placed.png
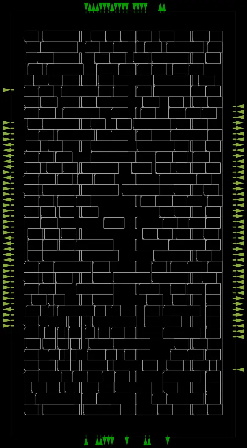
gates.png
Drawn at 6 px/um.
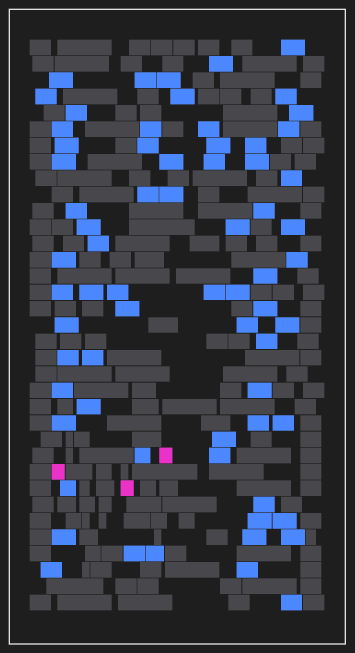
port_trees.png
Drawn at 3 px/um.
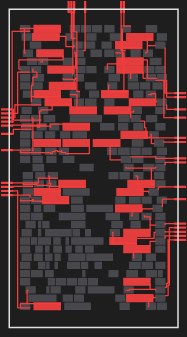
sizing.png
Drawn at 6 px/um.
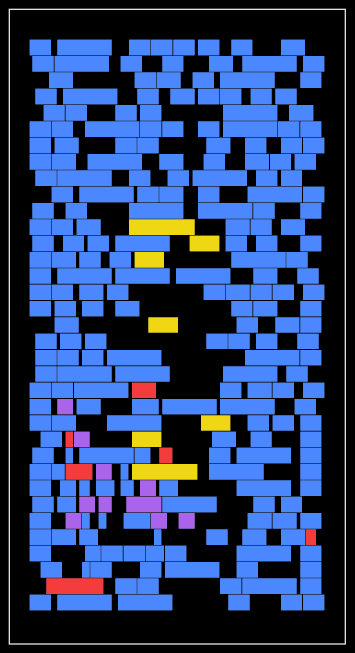
pinout.png
Drawn at 6 px/um. Pins as bars across the die edge, other pins in gray.
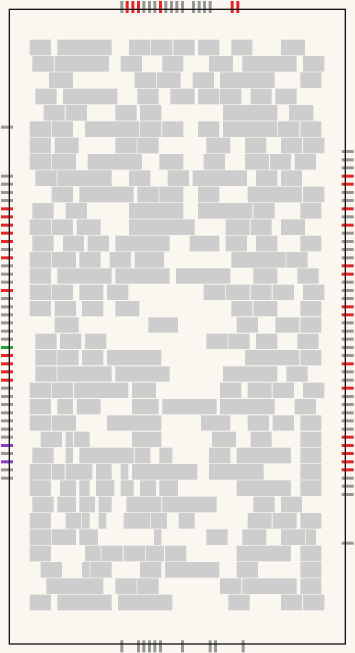
`src/rtl/regfile_wr_arbiter.sv`:
```
// regfile_wr_arbiter
//
// Owns the single write port of a small register file. Two writeback
// requesters share it through valid/ready handshakes with round-robin
// priority. After every reset the block first sweeps INIT_VALUE into every
// register, one register per cycle. Only then does it accept requests.
//
// The regfile write port (regwrite/writereg/writedata) is driven straight
// from flops. An accepted request therefore reaches the regfile one cycle
// after its handshake.
//
// Ports:
//   clock       system clock, rising-edge active
//   reset       asynchronous active-low reset
//   req0_valid  requester 0 has a write pending
//   req0_ready  requester 0 write accepted this cycle
//   req0_reg    requester 0 target register
//   req0_data   requester 0 write data
//   req1_valid  requester 1 has a write pending
//   req1_ready  requester 1 write accepted this cycle
//   req1_reg    requester 1 target register
//   req1_data   requester 1 write data
//   regwrite    regfile write enable (registered)
//   writereg    regfile write index (registered)
//   writedata   regfile write data (registered)
//   grant       requester of the most recent accepted write (registered)
//   init_done   high once the init sweep has been issued (registered)
module regfile_wr_arbiter #(
  parameter int                    DATA_WIDTH = 32,
  parameter int                    ADDR_WIDTH = 2,
  parameter int                    NUM_REGS   = 4,
  parameter logic [DATA_WIDTH-1:0] INIT_VALUE = '0
) (
  input  logic                  clock,
  input  logic                  reset,
  input  logic                  req0_valid,
  output logic                  req0_ready,
  input  logic [ADDR_WIDTH-1:0] req0_reg,
  input  logic [DATA_WIDTH-1:0] req0_data,
  input  logic                  req1_valid,
  output logic                  req1_ready,
  input  logic [ADDR_WIDTH-1:0] req1_reg,
  input  logic [DATA_WIDTH-1:0] req1_data,
  output logic                  regwrite,
  output logic [ADDR_WIDTH-1:0] writereg,
  output logic [DATA_WIDTH-1:0] writedata,
  output logic                  grant,
  output logic                  init_done
);

  localparam logic [0:0] ST_INIT = 1'b0;
  localparam logic [0:0] ST_RUN  = 1'b1;

  localparam logic [ADDR_WIDTH-1:0] LAST_IDX = ADDR_WIDTH'(NUM_REGS - 1);

  logic [0:0]            state;
  logic [ADDR_WIDTH-1:0] cnt;

  // Selection. When both requesters are valid, the one that did NOT win the
  // last accepted write goes first. grant resets to 1, so req0 wins the first
  // contention after reset. Nothing is granted while the init sweep runs.
  always_comb begin
    // NOTE: every always_comb output gets a default first, so no path can
    // leave it unassigned and infer a latch.
    req0_ready = 1'b0;
    req1_ready = 1'b0;
    if (state == ST_RUN) begin
      if (req0_valid && req1_valid) begin
        req0_ready = grant;
        req1_ready = ~grant;
      end else begin
        req0_ready = req0_valid;
        req1_ready = req1_valid;
      end
    end
  end

  // NOTE: sequential state uses non-blocking assignments only. All flops then
  // sample pre-edge values, whatever order the statements are written in.
  always_ff @(posedge clock or negedge reset) begin
    if (!reset) begin
      state     <= ST_INIT;
      cnt       <= '0;
      regwrite  <= 1'b0;
      writereg  <= '0;
      writedata <= '0;
      grant     <= 1'b1;
      init_done <= 1'b0;
    end else begin
      case (state)
        ST_INIT: begin
          // Issue one init write per cycle, in register-index order.
          regwrite  <= 1'b1;
          writereg  <= cnt;
          writedata <= INIT_VALUE;
          cnt       <= cnt + 1'b1;
          if (cnt == LAST_IDX) begin
            state     <= ST_RUN;
            init_done <= 1'b1;
          end
        end
        default: begin
          if (req0_valid && req0_ready) begin
            regwrite  <= 1'b1;
            writereg  <= req0_reg;
            writedata <= req0_data;
            grant     <= 1'b0;
          end else if (req1_valid && req1_ready) begin
            regwrite  <= 1'b1;
            writereg  <= req1_reg;
            writedata <= req1_data;
            grant     <= 1'b1;
          end else begin
            // With no transfer, only the enable drops. Index, data and grant
            // keep their last values.
            regwrite <= 1'b0;
          end
        end
      endcase
    end
  end

endmodule
```
`config.mk`:
```
export PLATFORM = sky130hd
export DESIGN_NAME = regfile_wr_arbiter
export DESIGN_NICKNAME = d
export VERILOG_FILES = /design/src/rtl/regfile_wr_arbiter.sv
export SDC_FILE = /design/constraint.sdc
export NUM_CORES = 1
export LEC_CHECK = 0
export ABC_CLOCK_PERIOD_IN_PS = 2900
export CORE_ASPECT_RATIO = 2
export CORE_MARGIN = 3
export CORE_UTILIZATION = 40
export DETAILED_ROUTE_END_ITERATION = 16
export PLACE_DENSITY_LB_ADDON = 0.3
export SLEW_MARGIN = 20
export SYNTH_ARGS = -nofsm -noshare
export SYNTH_HDL_FRONTEND = slang
export SYNTH_SLANG_ARGS = --single-unit
```
`constraint.sdc`:
```
create_clock -name clock -period 2.9 [get_ports clock]
set_input_delay 0.725 -clock clock [delete_from_list [all_inputs] [get_ports clock]]
set_output_delay 0.725 -clock clock [all_outputs]
set_load 0.01 [all_outputs]
```
==> flow_summary.ini <==
; flow metrics
[timing]
setup_tns_ns = 0
fmax_ghz = 0.3654
grt_setup_unrepaired = no
fin_crit_ns = 2.737
setup_viol = 0

[clock_network]
clock-sinks = 40

[synth]
ys_seq_share_pct = 50.57
syn_area_mm2 = 0.001982
ys_types = 27
yosys.area.top_type_share_pct = 49.24

[min_path]
holdPathStages = 1
hold_path_end = init_done

[finish]
final_nets = 327
num-fill-cells = 377

[pwr]
vdd_drop_max_uv = 373.3
switching_share_pct = 23.90

[outcome]
status = completed

[worst_setup_path]
slowest_stage = clkdlybuf4s50_1
max_stage_delay_ns = 0.54
critPathMostFrequentCell = clkdlybuf4s50_1

[global_route]
grt_pass1_vias = 2036
grt_overflow_total = 0
About placed.png:
Cell Rows: 35
Final Util: 68.81%
Core Area: 0.004686 mm2
non-filler instance count after layout: 309
flop share of the area: 31.08%

About gates.png:
| color | family | cells |
|---|---|---|
| magenta | and/or cells | 3 |
| blue | non-inverting ao/oa cells | 68 |
multi-input logic portion of the cell area: 25.96%
Top cell excl fill/tap: clkdlybuf4s50_1

About port_trees.png:
| color | port | bits | direction | edge | end cells | buffers | wire |
|---|---|---|---|---|---|---|---|
| red | `writedata` | 32 | output | 15 right, 11 left, 6 top | 32 | 32 | 914 um |
port bufs: 110
num ports: 111

About sizing.png:
| color | size | cells | share |
|---|---|---|---|
| red | x2 | 6 | 2.4% |
| yellow | x6 and larger | 7 | 2.8% |
| purple | x3 and x4 | 10 | 3.9% |
| blue | x1 and smaller | 231 | 91% |

About pinout.png:
| color | port | pins | direction | edge |
|---|---|---|---|---|
| red | `writedata` | 32 | output | 15 right, 11 left, 6 top |
| green | `req0_ready` | 1 | output | left |
| purple | `req1_reg` | 2 | input | left |
all pins by edge: 44 right, 39 left, 18 top, 10 bottom
Die Ht: 105.5 um
Die X: 55.78 um

cell usage in the layout (no fill, tap or decap), types with 2 or more instances in the layout:
master / instances
dfrtp_1: 39
a221o_1: 32
inv_1: 5
bufinv_16: 2
clkdlybuf4s50_1: 108
o2111a_1: 32
clkbuf_8: 5
a21o_1: 2
buf_4: 8
layer usage:
metal	vias up	wire, um	global-route usage, %
met2	93	3357	41.36
met4	0	61	5.565
met3	6	363	3.676
met1	912	2596	26.88
li1	851	-	-
met5	-	0	0
how the worst max path moves through the flow:
stage / cells past startpoint / slack [ns] / to
2_1_floorplan: 3 / 0.75 / req1_ready
3_3_place_gp: 5 / 0.12 / req0_ready
3_5_place_dp: 5 / 0.1 / req0_ready
4_1_cts: 5 / 0.09 / req0_ready
5_1_grt: 4 / 0.12 / req1_ready
6_report: 4 / 0.16 / req1_ready
worst register-to-register path, cell delays in order, from the launching register on:
cell	delay [ns]
dfrtp_1	0.46
buf_4	0.43
inv_1	0.19
nor3_4	0.20
buf_4	0.37
a221o_1	0.23
kinds of logic (layout without fill, tap and decap cells):
family,count (synthesis),after routing,synth area share (%)
flops,40,40,50.57
simple gates,6,6,2.400
buf+inv,28,132,7.197
xor+xnor,1,1,0.4420
fa+ha+maj,1,1,0.6312
compound gates,73,73,38.19
mux,1,1,0.5681
state kept, by name (all words and copies together) (netlist names):
signal     cells
cnt            2
grant          1
init_done      1
regwrite       1
state          1
writedata     32
writereg       2
cell type report:
| type | count | area (um2) | area share (%) |
|---|---|---|---|
| Multi-Input combinational cell | 82 | 837.1 | 25.96 |
| Inverter | 7 | 28.78 | 0.8925 |
| Clock buffer | 5 | 68.82 | 2.134 |
| Timing Repair Buffer | 118 | 1159 | 35.93 |
| Clock inverter | 2 | 60.06 | 1.863 |
| Tap cell | 55 | 68.82 | 2.134 |
| Sequential cell | 40 | 1002 | 31.08 |
stage by stage:
step                      cells  utilization, %  cell area (um2)  worst slack, ns
final                       309           68.81             3224           0.1631
after global routing        309           68.81             3224           0.1182
after CTS                   309           68.76             3222          0.08577
after detailed placement    302           66.01             3093          0.09595
after global placement      302           66.01             3093           0.1206
after floorplan             150               -             1982           0.7458
power by group through the flow:
stage / registers (mW) / logic (mW) / clock network [mW]
detailed placement: 0.655 / 0.412 / 0
CTS: 0.646 / 0.414 / 0.539
floorplan: 0.682 / 0.128 / 0
finish: 0.647 / 0.409 / 0.527
global placement: 0.655 / 0.407 / 0
global route: 0.655 / 0.436 / 0.559
Power is estimated from default activity; no workload was simulated.
